### Power grid, run 1

Drawn at 10 px/um. Pins as bars on the die edge.
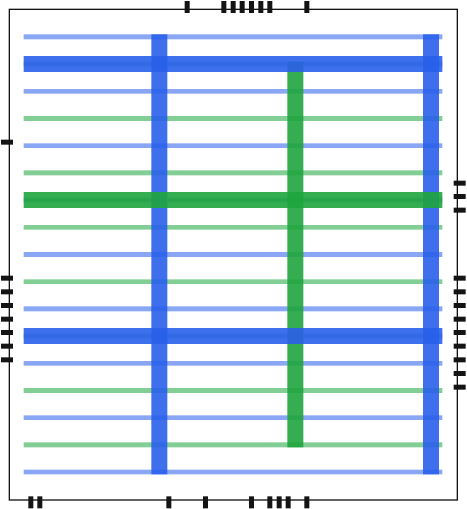
### Signal wires on met2, run 1

Drawn at 10 px/um.
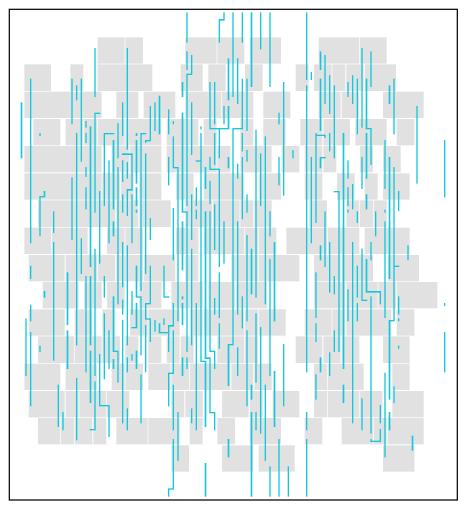
### Cell sizes after repair, run 1

Drawn at 6 px/um.
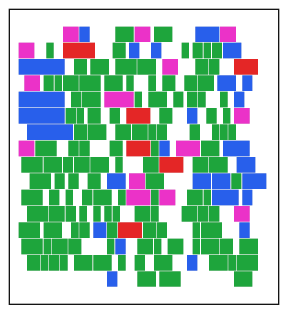
### Placed standard cells, run 1

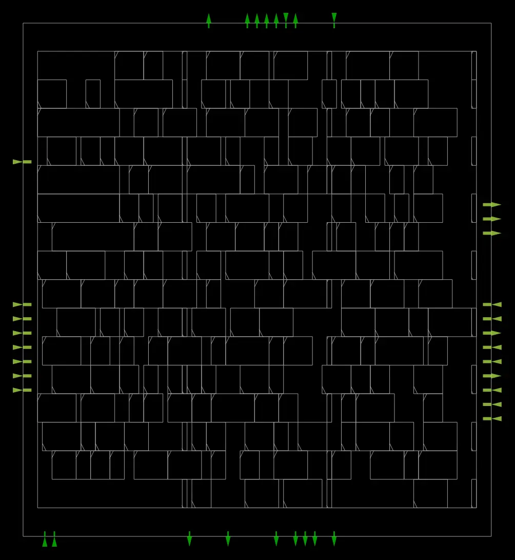
File: config.mk
export PLATFORM = sky130hd
export DESIGN_NAME = multicycle_controller_flat
export DESIGN_NICKNAME = d
export VERILOG_FILES = /design/src/rtl/rv_ctrl_pkg.sv /design/src/rtl/multicycle_controller_if.sv /design/src/rtl/alu_decoder.sv /design/src/rtl/multicycle_controller.sv /design/src/flat_wrapper.sv
export SDC_FILE = /design/constraint.sdc
export NUM_CORES = 1
export LEC_CHECK = 0
export CAP_MARGIN = 10
export CORE_ASPECT_RATIO = 1.1
export CORE_UTILIZATION = 42
export CTS_CLUSTER_SIZE = 30
export DETAILED_ROUTE_END_ITERATION = 10
export GPL_TIMING_DRIVEN = 0
export PLACE_DENSITY = 0.8
export SLEW_MARGIN = 40
export SYNTH_ARGS = -nofsm -noshare
export SYNTH_HDL_FRONTEND = slang
export SYNTH_HIERARCHICAL = 1
export SYNTH_SLANG_ARGS = --single-unit
File: constraint.sdc
create_clock -name clk -period 1.99 [get_ports clk]
set_input_delay 0.398 -clock clk [delete_from_list [all_inputs] [get_ports clk]]
set_output_delay 0.398 -clock clk [all_outputs]
set_load 0.02 [all_outputs]
File: src/rtl/rv_ctrl_pkg.sv
// ---------------------------------------------------------------------------
// rv_ctrl_pkg
// Shared encodings for the multicycle RV32I controller and its datapath:
//   - RV32I major opcode constants
//   - alu_control codes (the ALU decodes the same values)
//   - operand-A / operand-B / result mux select encodings
//   - controller state type (binary, 4 bits)
//   - bit positions inside the ALU comparison-flag bus
// ---------------------------------------------------------------------------
package rv_ctrl_pkg;

   // Major opcodes, instr[6:0]
   localparam logic [6:0] OP_LOAD   = 7'b0000011;
   localparam logic [6:0] OP_STORE  = 7'b0100011;
   localparam logic [6:0] OP_OP     = 7'b0110011;
   localparam logic [6:0] OP_OPIMM  = 7'b0010011;
   localparam logic [6:0] OP_BRANCH = 7'b1100011;
   localparam logic [6:0] OP_JAL    = 7'b1101111;
   localparam logic [6:0] OP_JALR   = 7'b1100111;
   localparam logic [6:0] OP_LUI    = 7'b0110111;
   localparam logic [6:0] OP_AUIPC  = 7'b0010111;

   // ALU operation codes
   localparam logic [3:0] ALU_AND  = 4'd0;
   localparam logic [3:0] ALU_OR   = 4'd1;
   localparam logic [3:0] ALU_XOR  = 4'd2;
   localparam logic [3:0] ALU_ADD  = 4'd3;
   localparam logic [3:0] ALU_SUB  = 4'd4;
   localparam logic [3:0] ALU_SLT  = 4'd5;
   localparam logic [3:0] ALU_SLTU = 4'd6;
   localparam logic [3:0] ALU_SLL  = 4'd7;
   localparam logic [3:0] ALU_SRL  = 4'd8;
   localparam logic [3:0] ALU_SRA  = 4'd9;
   localparam logic [3:0] ALU_LUI  = 4'd10;

   // Operand A select
   localparam logic [1:0] SRCA_PC    = 2'b00;
   localparam logic [1:0] SRCA_OLDPC = 2'b01;
   localparam logic [1:0] SRCA_RS1   = 2'b10;

   // Operand B select
   localparam logic [1:0] SRCB_RS2  = 2'b00;
   localparam logic [1:0] SRCB_IMM  = 2'b01;
   localparam logic [1:0] SRCB_FOUR = 2'b10;

   // Result mux select
   localparam logic [1:0] RES_ALUOUT = 2'b00;
   localparam logic [1:0] RES_MEM    = 2'b01;
   localparam logic [1:0] RES_ALU    = 2'b10;

   // Bit positions in {zero, lt_signed, lt_unsigned, sign, overflow}
   localparam int FLAG_ZERO = 4;
   localparam int FLAG_LTS  = 3;
   localparam int FLAG_LTU  = 2;

   // Controller states, binary encoded
   typedef enum logic [3:0] {
      S_FETCH    = 4'd0,
      S_DECODE   = 4'd1,
      S_MEMADR   = 4'd2,
      S_MEMREAD  = 4'd3,
      S_MEMWB    = 4'd4,
      S_MEMWRITE = 4'd5,
      S_EXECR    = 4'd6,
      S_EXECI    = 4'd7,
      S_ALUWB    = 4'd8,
      S_BRANCH   = 4'd9,
      S_JAL      = 4'd10,
      S_JALR     = 4'd11,
      S_LUI      = 4'd12,
      S_AUIPC    = 4'd13,
      S_ILLEGAL  = 4'd14
   } ctrl_state_t;

endpackage

File: src/rtl/multicycle_controller_if.sv
// ---------------------------------------------------------------------------
// multicycle_controller_if
// Memory request handshake between the controller and the memory system.
//   mem_req   : controller -> memory, request held until mem_ready
//   mem_write : controller -> memory, store strobe, meaningful only with mem_req
//   mem_ready : memory -> controller, current request completes this cycle
// Modports: master (controller side), slave (memory side).
// ---------------------------------------------------------------------------
interface multicycle_controller_if;
   logic mem_req;
   logic mem_write;
   logic mem_ready;

   modport master (output mem_req, output mem_write, input mem_ready);
   modport slave  (input mem_req, input mem_write, output mem_ready);
endinterface

File: src/rtl/alu_decoder.sv
// ---------------------------------------------------------------------------
// alu_decoder
// Combinational funct decode for OP (R-type) and OP-IMM (I-type) instructions.
// Ports:
//   funct3      in  3  instr[14:12]
//   funct7_5    in  1  instr[30]
//   is_rtype    in  1  1 = OP, 0 = OP-IMM
//   alu_control out 4  ALU operation code
// ---------------------------------------------------------------------------
module alu_decoder
   import rv_ctrl_pkg::*;
(
   input  logic [2:0] funct3,
   input  logic       funct7_5,
   input  logic       is_rtype,
   output logic [3:0] alu_control
);

   // instr[30] selects SUB only for R-type; for ADDI that bit belongs to the
   // immediate. For shifts-right it selects SRA in both formats.
   always_comb begin
      alu_control = ALU_ADD;
      case (funct3)
         3'b000:  alu_control = (is_rtype && funct7_5) ? ALU_SUB : ALU_ADD;
         3'b001:  alu_control = ALU_SLL;
         3'b010:  alu_control = ALU_SLT;
         3'b011:  alu_control = ALU_SLTU;
         3'b100:  alu_control = ALU_XOR;
         3'b101:  alu_control = funct7_5 ? ALU_SRA : ALU_SRL;
         3'b110:  alu_control = ALU_OR;
         3'b111:  alu_control = ALU_AND;
         default: alu_control = ALU_ADD;
      endcase
   end

endmodule

File: src/rtl/multicycle_controller.sv
// ---------------------------------------------------------------------------
// multicycle_controller
// Multicycle RV32I control FSM. Sequences fetch/decode/execute/writeback and
// drives the datapath mux selects, ALU opcode and memory strobes.
// Ports:
//   clk, reset            single clock, synchronous active-high reset
//   opcode/funct3/funct7_5 instruction fields from the IR
//   alu_zero_flags         {zero, lt_signed, lt_unsigned, sign, overflow}
//   memBus (master)        mem_req / mem_write out, mem_ready in
//   adr_src, ir_write, pc_write, reg_write   datapath strobes
//   alu_src_a, alu_src_b, result_src         datapath mux selects
//   alu_control            ALU operation
//   instr_retired          pulse on the last state of each instruction
//   illegal_instr          high while parked in ILLEGAL
// ---------------------------------------------------------------------------
module multicycle_controller
   import rv_ctrl_pkg::*;
(
   input  logic                     clk,
   input  logic                     reset,
   input  logic [6:0]               opcode,
   input  logic [2:0]               funct3,
   input  logic                     funct7_5,
   input  logic [4:0]               alu_zero_flags,
   multicycle_controller_if.master  memBus,
   output logic                     adr_src,
   output logic                     ir_write,
   output logic                     pc_write,
   output logic                     reg_write,
   output logic [1:0]               alu_src_a,
   output logic [1:0]               alu_src_b,
   output logic [1:0]               result_src,
   output logic [3:0]               alu_control,
   output logic                     instr_retired,
   output logic                     illegal_instr
);

   ctrl_state_t r_state;
   ctrl_state_t w_next;
   logic [3:0]  w_aluDecode;
   logic        w_branchTaken;
   logic        w_branchLegal;
   logic        w_unusedFlags;

   // sign and overflow are part of the flag bus but play no role in branches
   assign w_unusedFlags = ^alu_zero_flags[1:0];

   alu_decoder u_aluDecoder (
      .funct3      (funct3),
      .funct7_5    (funct7_5),
      .is_rtype    (r_state == S_EXECR),
      .alu_control (w_aluDecode)
   );

   // Branch condition from the flags of rs1 - rs2; funct3 010/011 are not
   // defined branches and divert to ILLEGAL.
   always_comb begin
      w_branchTaken = 1'b0;
      w_branchLegal = 1'b1;
      case (funct3)
         3'b000:  w_branchTaken =  alu_zero_flags[FLAG_ZERO];
         3'b001:  w_branchTaken = !alu_zero_flags[FLAG_ZERO];
         3'b100:  w_branchTaken =  alu_zero_flags[FLAG_LTS];
         3'b101:  w_branchTaken = !alu_zero_flags[FLAG_LTS];
         3'b110:  w_branchTaken =  alu_zero_flags[FLAG_LTU];
         3'b111:  w_branchTaken = !alu_zero_flags[FLAG_LTU];
         default: w_branchLegal = 1'b0;
      endcase
   end

   // Next-state logic. Memory states hold until mem_ready; DECODE dispatches
   // on the major opcode held in the IR.
   always_comb begin
      w_next = r_state;
      case (r_state)
         S_FETCH:    if (memBus.mem_ready) w_next = S_DECODE;
         S_DECODE: begin
            case (opcode)
               OP_LOAD, OP_STORE: w_next = S_MEMADR;
               OP_OP:             w_next = S_EXECR;
               OP_OPIMM:          w_next = S_EXECI;
               OP_BRANCH:         w_next = S_BRANCH;
               OP_JAL:            w_next = S_JAL;
               OP_JALR:           w_next = S_JALR;
               OP_LUI:            w_next = S_LUI;
               OP_AUIPC:          w_next = S_AUIPC;
               default:           w_next = S_ILLEGAL;
            endcase
         end
         S_MEMADR:   w_next = (opcode == OP_STORE) ? S_MEMWRITE : S_MEMREAD;
         S_MEMREAD:  if (memBus.mem_ready) w_next = S_MEMWB;
         S_MEMWB:    w_next = S_FETCH;
         S_MEMWRITE: if (memBus.mem_ready) w_next = S_FETCH;
         S_EXECR:    w_next = S_ALUWB;
         S_EXECI:    w_next = S_ALUWB;
         S_ALUWB:    w_next = S_FETCH;
         S_BRANCH:   w_next = w_branchLegal ? S_FETCH : S_ILLEGAL;
         S_JALR:     w_next = S_JAL;
         S_JAL:      w_next = S_ALUWB;
         S_LUI:      w_next = S_ALUWB;
         S_AUIPC:    w_next = S_ALUWB;
         S_ILLEGAL:  w_next = S_ILLEGAL;
         default:    w_next = S_FETCH;
      endcase
   end

   // State register; reset aborts whatever instruction is in flight.
   always_ff @(posedge clk) begin
      if (reset) r_state <= S_FETCH;
      else       r_state <= w_next;
   end

   // Output decode. Everything is forced low while reset is asserted so that a
   // reset in the middle of a memory access drops mem_req in that same cycle.
   always_comb begin
      memBus.mem_req   = 1'b0;
      memBus.mem_write = 1'b0;
      adr_src          = 1'b0;
      ir_write         = 1'b0;
      pc_write         = 1'b0;
      reg_write        = 1'b0;
      alu_src_a        = SRCA_PC;
      alu_src_b        = SRCB_RS2;
      result_src       = RES_ALUOUT;
      alu_control      = ALU_AND;
      instr_retired    = 1'b0;
      illegal_instr    = 1'b0;
      if (!reset) begin
         case (r_state)
            S_FETCH: begin
               memBus.mem_req = 1'b1;
               alu_src_a      = SRCA_PC;
               alu_src_b      = SRCB_FOUR;
               alu_control    = ALU_ADD;
               result_src     = RES_ALU;
               ir_write       = memBus.mem_ready;
               pc_write       = memBus.mem_ready;
            end
            S_DECODE: begin
               alu_src_a   = SRCA_OLDPC;
               alu_src_b   = SRCB_IMM;
               alu_control = ALU_ADD;
            end
            S_MEMADR: begin
               alu_src_a   = SRCA_RS1;
               alu_src_b   = SRCB_IMM;
               alu_control = ALU_ADD;
            end
            S_MEMREAD: begin
               memBus.mem_req = 1'b1;
               adr_src        = 1'b1;
            end
            S_MEMWB: begin
               result_src    = RES_MEM;
               reg_write     = 1'b1;
               instr_retired = 1'b1;
            end
            S_MEMWRITE: begin
               memBus.mem_req   = 1'b1;
               memBus.mem_write = 1'b1;
               adr_src          = 1'b1;
               instr_retired    = memBus.mem_ready;
            end
            S_EXECR: begin
               alu_src_a   = SRCA_RS1;
               alu_src_b   = SRCB_RS2;
               alu_control = w_aluDecode;
            end
            S_EXECI: begin
               alu_src_a   = SRCA_RS1;
               alu_src_b   = SRCB_IMM;
               alu_control = w_aluDecode;
            end
            S_ALUWB: begin
               result_src    = RES_ALUOUT;
               reg_write     = 1'b1;
               instr_retired = 1'b1;
            end
            S_BRANCH: begin
               alu_src_a     = SRCA_RS1;
               alu_src_b     = SRCB_RS2;
               alu_control   = ALU_SUB;
               result_src    = RES_ALUOUT;
               pc_write      = w_branchLegal && w_branchTaken;
               instr_retired = w_branchLegal;
            end
            S_JALR: begin
               alu_src_a   = SRCA_RS1;
               alu_src_b   = SRCB_IMM;
               alu_control = ALU_ADD;
            end
            S_JAL: begin
               alu_src_a   = SRCA_OLDPC;
               alu_src_b   = SRCB_FOUR;
               alu_control = ALU_ADD;
               result_src  = RES_ALUOUT;
               pc_write    = 1'b1;
            end
            S_LUI: begin
               alu_src_b   = SRCB_IMM;
               alu_control = ALU_LUI;
            end
            S_AUIPC: begin
               alu_src_a   = SRCA_OLDPC;
               alu_src_b   = SRCB_IMM;
               alu_control = ALU_ADD;
            end
            S_ILLEGAL: illegal_instr = 1'b1;
            default: ;
         endcase
      end
   end

endmodule
File: src/flat_wrapper.sv
// flat-port wrapper written by rule: the top's interface ports become plain ports
module multicycle_controller_flat import rv_ctrl_pkg::*;
  (clk, reset, opcode, funct3, funct7_5, alu_zero_flags, adr_src, ir_write, pc_write, reg_write, alu_src_a, alu_src_b, result_src, alu_control, instr_retired, illegal_instr, memBus_mem_req, memBus_mem_write, memBus_mem_ready);
  multicycle_controller_if memBus_i ();
  input  logic clk;
  input  logic reset;
  input  logic [6:0] opcode;
  input  logic [2:0] funct3;
  input  logic funct7_5;
  input  logic [4:0] alu_zero_flags;
  output logic adr_src;
  output logic ir_write;
  output logic pc_write;
  output logic reg_write;
  output logic [1:0] alu_src_a;
  output logic [1:0] alu_src_b;
  output logic [1:0] result_src;
  output logic [3:0] alu_control;
  output logic instr_retired;
  output logic illegal_instr;
  output wire logic [$bits(memBus_i.mem_req)-1:0] memBus_mem_req;
  output wire logic [$bits(memBus_i.mem_write)-1:0] memBus_mem_write;
  input wire logic [$bits(memBus_i.mem_ready)-1:0] memBus_mem_ready;
  assign memBus_mem_req = memBus_i.mem_req;
  assign memBus_mem_write = memBus_i.mem_write;
  assign memBus_i.mem_ready = memBus_mem_ready;
  multicycle_controller u_core (.clk(clk), .reset(reset), .opcode(opcode), .funct3(funct3), .funct7_5(funct7_5), .alu_zero_flags(alu_zero_flags), .memBus(memBus_i), .adr_src(adr_src), .ir_write(ir_write), .pc_write(pc_write), .reg_write(reg_write), .alu_src_a(alu_src_a), .alu_src_b(alu_src_b), .result_src(result_src), .alu_control(alu_control), .instr_retired(instr_retired), .illegal_instr(illegal_instr));
endmodule
==> summary.txt, run 1 <==
Results of the run.

The slew at the pin with the worst max-slew slack is 0.393 ns. In this run the core area contains 16 standard-cell rows. In this run the critical register-to-register path is launched from u_core/r_state[0]. The clock input transition at the sequential cells of the worst setup and hold paths is 0.03 ns. Per the post-synthesis stats, the area per cell is 6.27 um^2. The total of warnings raised by yosys is 6.

The cell area that synthesis handed to floorplanning was 841 um^2. After detailed routing, the average wire length per cell comes to 13.4 um. The number of levels in the clock H-tree is 1. The buffering overhead is 0.297.

The OpenROAD report gives the critical path a data arrival time of 1.67 ns. The clock network area share is 0.0178. For flop-to-flop paths, the worst setup slack is 0.54 ns. The combinational gate area is 729 um^2. Synthesis produced a netlist with a net count of 153. The data required time reported for the critical path is 1.59 ns. Per the post-route antenna check, the number of violating nets is 0.

Per the hold report, the tightest min-delay path originates at u_core/r_state[2]. The final-report max-slew violation count is 0. The highest clock rate is 485 MHz. The relative slew slack is 0.738.

The count of nets after finishing is 195. Along the worst path, the maximum fanout reaches 7. Per the post-run analysis, buffers plus inverters along the critical path come to 1. The total global routing overflow is 0. Per the layout area report, the combinational fraction of cell area is 0.577. The number of antenna diodes in the final layout is 0. The longest clock path from root to sink contains 2 buffers.

The number of global-route vias before repair was 1,094. The number of violations of the max-capacitance limit is 0. The final hold violation count is 0.

The critical register-to-register path endpoint is u_core/r_state[2]. The multi-input gate count is 118. The endpoint kind of the worst setup timing path is an output port.

The largest net degree at the start of global routing is 11. The cell seen most often among critical-path stages is sky130_fd_sc_hd__nand2_1. The share of async-settable or async-resettable flops after synthesis is 0. OpenROAD emitted warnings numbering 30. The aggregate global-route resource usage is 0.265. The cell sequence reported for the critical path is nand2b_4, nor2_4, and3b_1, o31ai_2, nand2_1, nand2_1, nand2_1, a21oi_2, buf_4. The register with the most flip-flops is u_core/r_state. The number of synthesized register bits is 4. The flip-flop count of the largest register after layout is 4. Setup repair after global routing could not meet its margin everywhere. The number of non-clock inverters is 3. The share of the core filled by cells before placement is 0.462. In the final layout, the share of cells above drive strength 1 is 0.270. For this run, the register share of the synthesized area comes to 0.0952. The routed design could run at a clock period as short as 2.06 ns. The final timing report gives a worst setup slack of -0.0739 ns. The final number of setup-violating endpoints is 3. OpenSTA lists the critical path startpoint as u_core/r_state[3].

The die area is 2180 um^2. The synth_stat.txt file lists the number of cells as 134. In the finished layout, the clock tree contains a buffer count of 3. The largest registers in the layout are u_core/r_state: 4 flops. After its last routability iteration, the placer logged a weighted congestion of 0.928. The worst setup path is launched from a flip-flop. The path category of the worst min-delay check is flip-flop to flip-flop.

The cell leakage power is 0.533 nW. The critical path's top delay family is simple AND/OR/NAND/NOR gates. The slowest stage of the critical path is the sky130_fd_sc_hd__dfxtp_2 cell. The number of DRC violations after detailed-routing iteration 0 is 20. The count of port buffers added during placement is 33.

The count of distinct cell types in the synthesized netlist is 42. The clock drives 4 sinks. In this run the power density over the cells is 722 nW/um^2. By instance count after routing, the leading logic cell type is sky130_fd_sc_hd__nor2_1. Using the TritonRoute via totals, the vias-per-cell ratio works out to 5.68. In the hold report, the worst path ends at u_core/r_state[2]. The flow ran to the end, but the final reports show violations. The worst reg-to-reg path cell count is 6. The first global-routing pass estimated 4.55 mm of wire. The hold path depth is 2. The total area of sequential cells is 85.1 um^2. Detailed placement finished with a half-perimeter wire length of 1.98 mm. In the finished design, the share of the clock period the worst path needs comes to 1.04.

CTS added clock buffers totalling 3. The number of optimization iterations in the first detailed-route pass is 4. In the final design, more cell area goes to logic gates than to any other class. The tree is rooted in a sky130_fd_sc_hd__clkbuf_4. The commonest register cell after synthesis is sky130_fd_sc_hd__dfxtp_1. Synthesis produced a netlist whose cell count is 134. The number of flops mapped to enable cells by yosys is 0. Clock skew on the completed layout was measured at 0.000594 ns. The critical path endpoint is alu_control[1]. The critical path in this run is classified as flip-flop to output port. The number of antenna violations at the first check in global routing is 0. The area figure in the yosys stat output is 841 um^2. Counting buffers and inverters, the worst setup path is 9 cells deep. The worst-case setup slack after placement is -0.778 ns. The timing report gives the biggest stage delay along the critical path as 0.39 ns. The checks that failed: negative setup slack. The standard cell area after detailed placement is 1210 um^2. Per the cell usage report, the commonest logic cells after layout are 17 x sky130_fd_sc_hd__nor2_1, 16 x sky130_fd_sc_hd__nand2_1, 12 x sky130_fd_sc_hd__a21oi_1, 9 x sky130_fd_sc_hd__dlygate4sd2_1.

The total I/O pin count is 37. The DRC violation count after routing is 0. The clock latency reported for the late side of the worst-skew pair is 0.22 ns. TritonCTS built the clock tree. The design received a total of 27 well taps at floorplan.
Back to the opening pictures, 'Power grid':
[green] VDD
[blue] VSS
met5 straps: 3
signal pins: 37
rows: 16
met1 rails: 17
met4 straps: 3
Core Footprint: 1820 um^2
DIE HEIGHT: 48.9 um
Chip Width: 44.7 um
Peak supply drop: 0.563 mV

Back to the opening pictures, 'Signal wires on met2':
longest straight run: 28.6 um
nets with wire on the layer: 168
share of all routed wire: 49%
wire length on this layer: 1,320 um
total wire length after detailed routing: 2.69 mm
vias post-DR: 1,142
GR met2 Demand/Resource: 0.480

Back to the opening pictures, 'Cell sizes after repair':
[blue] x2 | cells: 27 | share: 16%
[magenta] x3 and x4 | cells: 14 | share: 8.0%
[red] x6 and larger | cells: 6 | share: 3.4%
[green] x1 and smaller | cells: 127 | share: 73%
setup slack of the critical path after layout: -0.0739 ns
Non-CTS buffers: 46
P&R area growth vs syn: 50.4%
final standard cell area without fillers: 1260 um^2

Back to the opening pictures, 'Placed standard cells':
post-layout util: 0.694
layout sequential cell count: 4
Filler Cell Count: 180
proportion of cell area occupied by registers: 0.0673
non-filler cells in the finished layout: 201

run 1: logic make-up (layout without fill, tap and decap cells):
logic type / Yosys count / in the layout / share of synthesized area
AND-OR/OR-AND: 41 / 41 / 0.333
XOR/XNOR: 4 / 4 / 0.0417
buffers and inverters: 12 / 52 / 0.0818
flip-flops: 4 / 4 / 0.0952
multiplexers: 2 / 2 / 0.0238
AND/OR/NAND/NOR: 71 / 71 / 0.424
run 1: what timing repair did:
| item | 4_1_cts | 5_1_grt |
|---|---|---|
| hold buffers | 0 | 0 |
| gates resized | 78 | 21 |
| endpoints found under the setup margin | 18 | 12 |
| cloned | 1 | 0 |
| pin swaps | 6 | 5 |
| setup buffers | 3 | 0 |
run 1: where the power goes:
group / leakage (nW) / switching, mW / internal [mW]
Sequential: 0.0344 / 0.0305 / 0.101
Clock: 0.0138 / 0.0260 / 0.0669
Combinational: 0.485 / 0.387 / 0.302
run 1: per-layer routing:
metal  up-vias  wire, um  global-route usage
met5         -         0                   0
met4         0        30              0.0758
met3         4       145             0.00741
met2        46      1320               0.480
met1       522      1190               0.330
li1        570         -                   -
run 1: cell usage after synthesis (2+ instances only):
cell / count / area [um^2]
sky130_fd_sc_hd__nor4_1: 2 / 12.5
sky130_fd_sc_hd__o21ai_0: 3 / 15.0
sky130_fd_sc_hd__and2b_1: 4 / 30.0
sky130_fd_sc_hd__o32ai_1: 3 / 26.3
sky130_fd_sc_hd__mux2i_1: 2 / 20.0
sky130_fd_sc_hd__inv_1: 3 / 11.3
sky130_fd_sc_hd__a31oi_1: 2 / 12.5
sky130_fd_sc_hd__clkbuf_1: 2 / 7.51
sky130_fd_sc_hd__nor2_1: 18 / 67.6
sky130_fd_sc_hd__dfxtp_1: 4 / 80.1
sky130_fd_sc_hd__buf_2: 3 / 15.0
sky130_fd_sc_hd__buf_6: 2 / 22.5
sky130_fd_sc_hd__nor3b_1: 2 / 15.0
sky130_fd_sc_hd__nor2b_1: 5 / 31.3
sky130_fd_sc_hd__a22oi_1: 3 / 22.5
sky130_fd_sc_hd__nor3_1: 8 / 40.0
sky130_fd_sc_hd__a21oi_1: 14 / 70.1
sky130_fd_sc_hd__or3_1: 2 / 12.5
sky130_fd_sc_hd__xor2_1: 2 / 17.5
sky130_fd_sc_hd__nand2b_1: 5 / 31.3
sky130_fd_sc_hd__nand2_1: 17 / 63.8
sky130_fd_sc_hd__xnor2_1: 2 / 17.5
sky130_fd_sc_hd__a211oi_1: 3 / 22.5
sky130_fd_sc_hd__nand3_1: 4 / 20.0
sky130_fd_sc_hd__and3b_1: 2 / 17.5
run 1: through the flow:
step | hold WS, ns | utilization | power [mW] | cells | setup TNS (ns)
2_1_floorplan | 0.517 | - | 0.553 | 134 | 0
3_3_place_gp | 0.659 | 0.663 | 0.770 | 194 | -5.80
3_5_place_dp | 0.657 | 0.663 | 0.779 | 194 | -6.07
4_1_cts | 0.642 | 0.699 | 0.899 | 201 | -0.125
5_1_grt | 0.689 | 0.694 | 0.982 | 201 | -0.553
6_report | 0.660 | 0.694 | 0.913 | 201 | -0.133
### Routed metal per tile, run 1

Drawn at 8 px/um. 9 x 10 tiles, from dark purple (low) to yellow (high), scaled to the fullest tile. Values are wire area over tile area, all layers added.
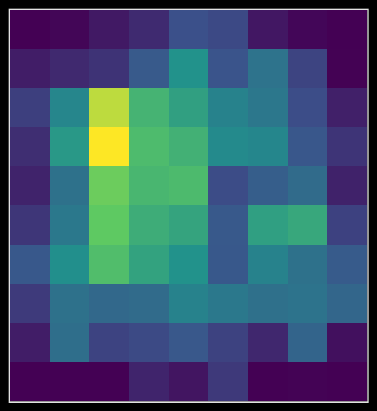

## Run 2: what changed since run 1
--- a/config.mk
+++ b/config.mk
@@ -10,2 +10,3 @@
 export CORE_UTILIZATION = 42
+export CTS_CLUSTER_DIAMETER = 100
 export CTS_CLUSTER_SIZE = 30
--- a/constraint.sdc
+++ b/constraint.sdc
@@ -3,2 +3,2 @@
 set_output_delay 0.398 -clock clk [all_outputs]
-set_load 0.02 [all_outputs]
+set_load 0.01 [all_outputs]
### Routed metal per tile, run 2

Drawn at 8 px/um. 9 x 10 tiles, from dark purple (low) to yellow (high), scaled to the fullest tile. Values are wire area over tile area, all layers added.
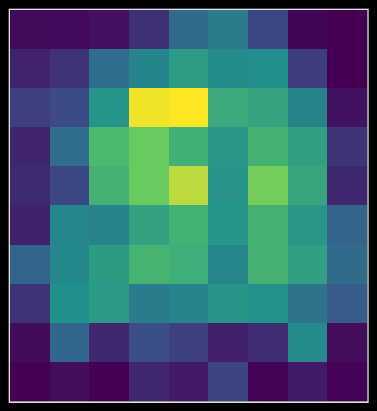
mean over tiles: 0.21
tiles over half the peak: 34%
densest ninth of the die: centre
fullest tile: 0.58
nearly empty tiles: 7.8%
total wire length after detailed routing: 2.87 mm
global-route usage over all layers: 0.260
vias post-DR: 1,191

### Power grid, run 2

Drawn at 10 px/um. Pins as bars on the die edge.
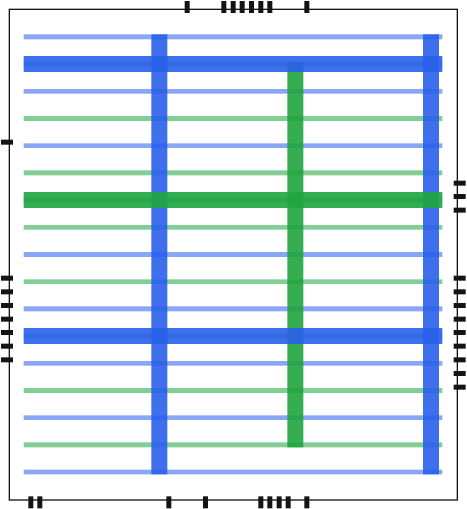
[green] VDD
[blue] VSS
met5 straps: 3
met4 straps: 3
met1 rails: 17
rows: 16
signal pins: 37
Peak supply drop: 0.584 mV

==> run 2 against run 1 <==
  * Sequential power barely moved
  * Critical path type unchanged
  * Largest cell class unchanged
  * Final cell count rose by 2.5%
  * Synthesized cell count unchanged
  * The run still ends with negative setup slack left
==> summary.txt, run 2 <==
Results of the run.

The run finished, with violations left. The final reports fail on negative setup slack. The biggest area contributor in the post-synthesis netlist is sky130_fd_sc_hd__dfxtp_1.

The hold path depth is 2. The initial utilization of the core area, before any placement, comes to 0.462. The width of the chip is 44.7 um. The relative slew slack is 0.723. The sequential fraction of the synthesis area is 0.0952. The wire length of the first global-routing pass is 4.46 mm. The vertical die size is 48.9 um.

The transition time recorded at the tightest slew-check pin is 0.415 ns. Counting flops with an async set or reset pin after synthesis yields a share of 0. The antenna cell count is 0. Yosys mapped a number of flops with a built-in enable equal to 0. Once detail routing completed, the nets flagged for antenna violations numbered 0. In this run the core area contains 16 standard-cell rows. The standard cell area after detailed placement is 1200 um^2. The DRC violation count after routing is 0. The worst endpoint data arrival time is 1.62 ns. Per the log, the first TritonRoute iteration ended with a DRC count of 41. The path category of the worst min-delay check is flip-flop to flip-flop. On the final layout, the worst clock skew is 0.000849 ns. The buffer_ports step reported a buffer count of 33.

The total I/O pin count is 37. The total tool warning count is 30. The final weighted congestion of routability-driven global placement is 0.923. The number of different library cells used by synthesis comes to 42.

Yosys printed 6 warnings. According to the Yosys statistics, the synthesized design has a chip area of 841 um^2. The maximum buffer depth of the clock tree is 2. The post-synthesis cell count from yosys is 134. Measured on the finished design, the core utilization comes to 0.722. The final number of setup-violating endpoints is 3.

The script computed a power per unit cell area of 688 nW/um^2. Leaving out fill and tap cells, the most frequent cells in the layout are 16 x sky130_fd_sc_hd__nor2_1, 15 x sky130_fd_sc_hd__nand2_1, 14 x sky130_fd_sc_hd__buf_4, 10 x sky130_fd_sc_hd__a21oi_1. Counting flops per register, the top entry is u_core/r_state.

The report puts the hold buffer count at CTS at 0. The critical path start-end classification is flip-flop to output port. The critical path launch point type is a flip-flop. Once detailed placement completed, the half-perimeter wirelength came to 1.96 mm. Setup repair after global routing could not meet its margin everywhere. In the post-synthesis netlist, the biggest area contributors are sky130_fd_sc_hd__dfxtp_1 9.5%, sky130_fd_sc_hd__a21oi_1 8.3%, sky130_fd_sc_hd__nor2_1 8.0%, sky130_fd_sc_hd__nand2_1 7.6%, sky130_fd_sc_hd__nor3_1 4.8%.

The total area of sequential cells is 90.1 um^2. The tree is rooted in a sky130_fd_sc_hd__clkbuf_4. Max-slew check failures listed in the final report amount to 0.

For this run the top cell type by instance count after synthesis was sky130_fd_sc_hd__nor2_1. Per the detail_route report, vias per standard cell equal 5.78. The register with the most flip-flops in the layout has 4 of them.

Counting cells, the worst reg-to-reg path comes to 6. In the final report, the number of hold violations comes to 0. The post-layout worst setup margin is -0.0243 ns. According to the CTS report, the clock sink count is 4. In this build the clock could be raised as far as 496 MHz. The CTS buffer count is 3.

The number of optimization iterations in the first detailed-route pass is 4. The largest registers in the layout are u_core/r_state: 4 flops. Per the synth stats, the flop cell with the highest instance count is sky130_fd_sc_hd__dfxtp_1.

Counting instances in the post-synthesis netlist gives the leading cell types as 18 x sky130_fd_sc_hd__nor2_1, 17 x sky130_fd_sc_hd__nand2_1, 14 x sky130_fd_sc_hd__a21oi_1, 8 x sky130_fd_sc_hd__nor3_1. The tool flagged a number of max-cap violations equal to 0. The final cell count without fillers is 206. The largest net degree at the start of global routing is 11.

The final-layout fill cell count is 165. The fraction of final layout cells with drive strength greater than 1 is 0.313. The number of antenna violations at the first check in global routing was 0. The synthesized netlist cell count is 134. Clock latency on the worst-skew pair, taken at its later pin, is 0.22 ns.

The final timing report derives a shortest allowable period of 2.01 ns. Looking at the critical path, the single cell with the biggest stage delay is sky130_fd_sc_hd__dfxtp_4. The worst-case hold slack is 0.655 ns. The average instance in the mapped netlist occupies 6.27 um^2. The CTS tree is done.

Leaving out buffers and inverters, the combinational logic in the layout accounts for 754 um^2. After floorplanning, the die was sized to cover 2180 um^2. The share of synthesized area in the top cell type comes to 0.0952. The cell leakage power is 0.576 nW.

The required time reported for the critical path endpoint is 1.59 ns. The number of nets handed over by synthesis was 153. Per the post-place timing report, worst setup slack is -0.694 ns. The core footprint is 1820 um^2. The signal on the critical path passes through buf_4, and2b_1, buf_6, a22oi_1, nor3b_1, clkdlybuf4s15_1. The number of synthesized register bits is 4.

Post-route period utilization is reported as 1.01. Leaving out fill and tap cells, the most frequent cell in the layout is sky130_fd_sc_hd__nor2_1. The number of cells in the design after placement is 194. The endpoint kind of the worst setup timing path is an output port. The count of nets after finishing is 200.

In the CTS report, the clock slew at the register clock pins of the worst setup and hold paths is listed as 0.03 ns. The timing report gives the biggest stage delay along the critical path as 0.34 ns. The number of global-route vias before repair is 1,054.
### Cell sizes after repair, run 2

Drawn at 6 px/um.
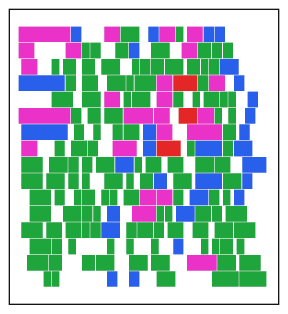
[red] x6 and larger | cells: 3 | share: 1.7%
[blue] x2 | cells: 29 | share: 16%
[green] x1 and smaller | cells: 123 | share: 69%
[magenta] x3 and x4 | cells: 24 | share: 13%
final standard cell area without fillers: 1320 um^2
P&R area growth vs syn: 56.4%
setup slack of the critical path after layout: -0.0243 ns

run 2: cell counts after synthesis:
Identical to the previous run, type by type.
run 2: repair_timing:
| action | CTS | global route |
|---|---|---|
| endpoints found under the setup margin | 18 | 9 |
| hold endpoints to repair | 0 | 0 |
| pin swaps | 1 | 11 |
| gates resized | 70 | 25 |
| setup buffers | 3 | 7 |
run 2: final timing paths:
kind,to,from,slack (ns)
setup / recovery,alu_control[3],u_core/r_state[3],-0.02
hold reg to reg,u_core/r_state[2],u_core/r_state[2],0.66
setup reg to reg,u_core/r_state[0],u_core/r_state[3],0.52
hold / removal,u_core/r_state[2],u_core/r_state[2],0.66
run 2: logic make-up after synthesis:
logic type      after synthesis  synth area share
simple gates                 71             0.424
buf+inv                      12            0.0818
mux                           2            0.0238
xor+xnor                      4            0.0417
flops                         4            0.0952
compound gates               41             0.333
run 2: worst max-delay path: cells and delay by family, from the launching register on:
kind | cells | cell delay [ns]
DFF | 1 | 0.34
and+or+nand+nor | 2 | 0.40
buffers and inverters | 3 | 0.57
AOI/OAI and AO/OA | 1 | 0.09
run 2: layer usage:
layer | vias to the layer above | track usage | routed length (um)
met4 | 0 | 0.0859 | 27
met1 | 555 | 0.323 | 1200
met5 | - | 0 | 0
met2 | 53 | 0.466 | 1470
li1 | 581 | - | -
met3 | 2 | 0.00741 | 170
run 2: cell type report:
| type | count | area share |
|---|---|---|
| multi-input combinational | 118 | 0.574 |
| timing repair buffer | 43 | 0.256 |
| sequential | 4 | 0.0685 |
| buffer | 8 | 0.0466 |
| tap | 27 | 0.0257 |
| clock buffer | 3 | 0.0171 |
| inverter | 3 | 0.0124 |
run 2: power by group:
| part | switching [mW] | leakage (nW) | internal, mW | total, mW |
|---|---|---|---|---|
| combinational | 0.357 | 0.527 | 0.321 | 0.677 |
| sequential | 0.0314 | 0.0350 | 0.103 | 0.134 |
| clock | 0.0256 | 0.0138 | 0.0669 | 0.0925 |
run 2: per-stage QoR:
step                      total power [mW]  TNS (ns)
final                                0.904   -0.0410
after global routing                 0.970    -0.416
after CTS                            0.839    -0.100
after detailed placement             0.730     -4.88
after global placement               0.724     -4.62
after floorplan                      0.507         0
Power and IR drop assume default switching activity.
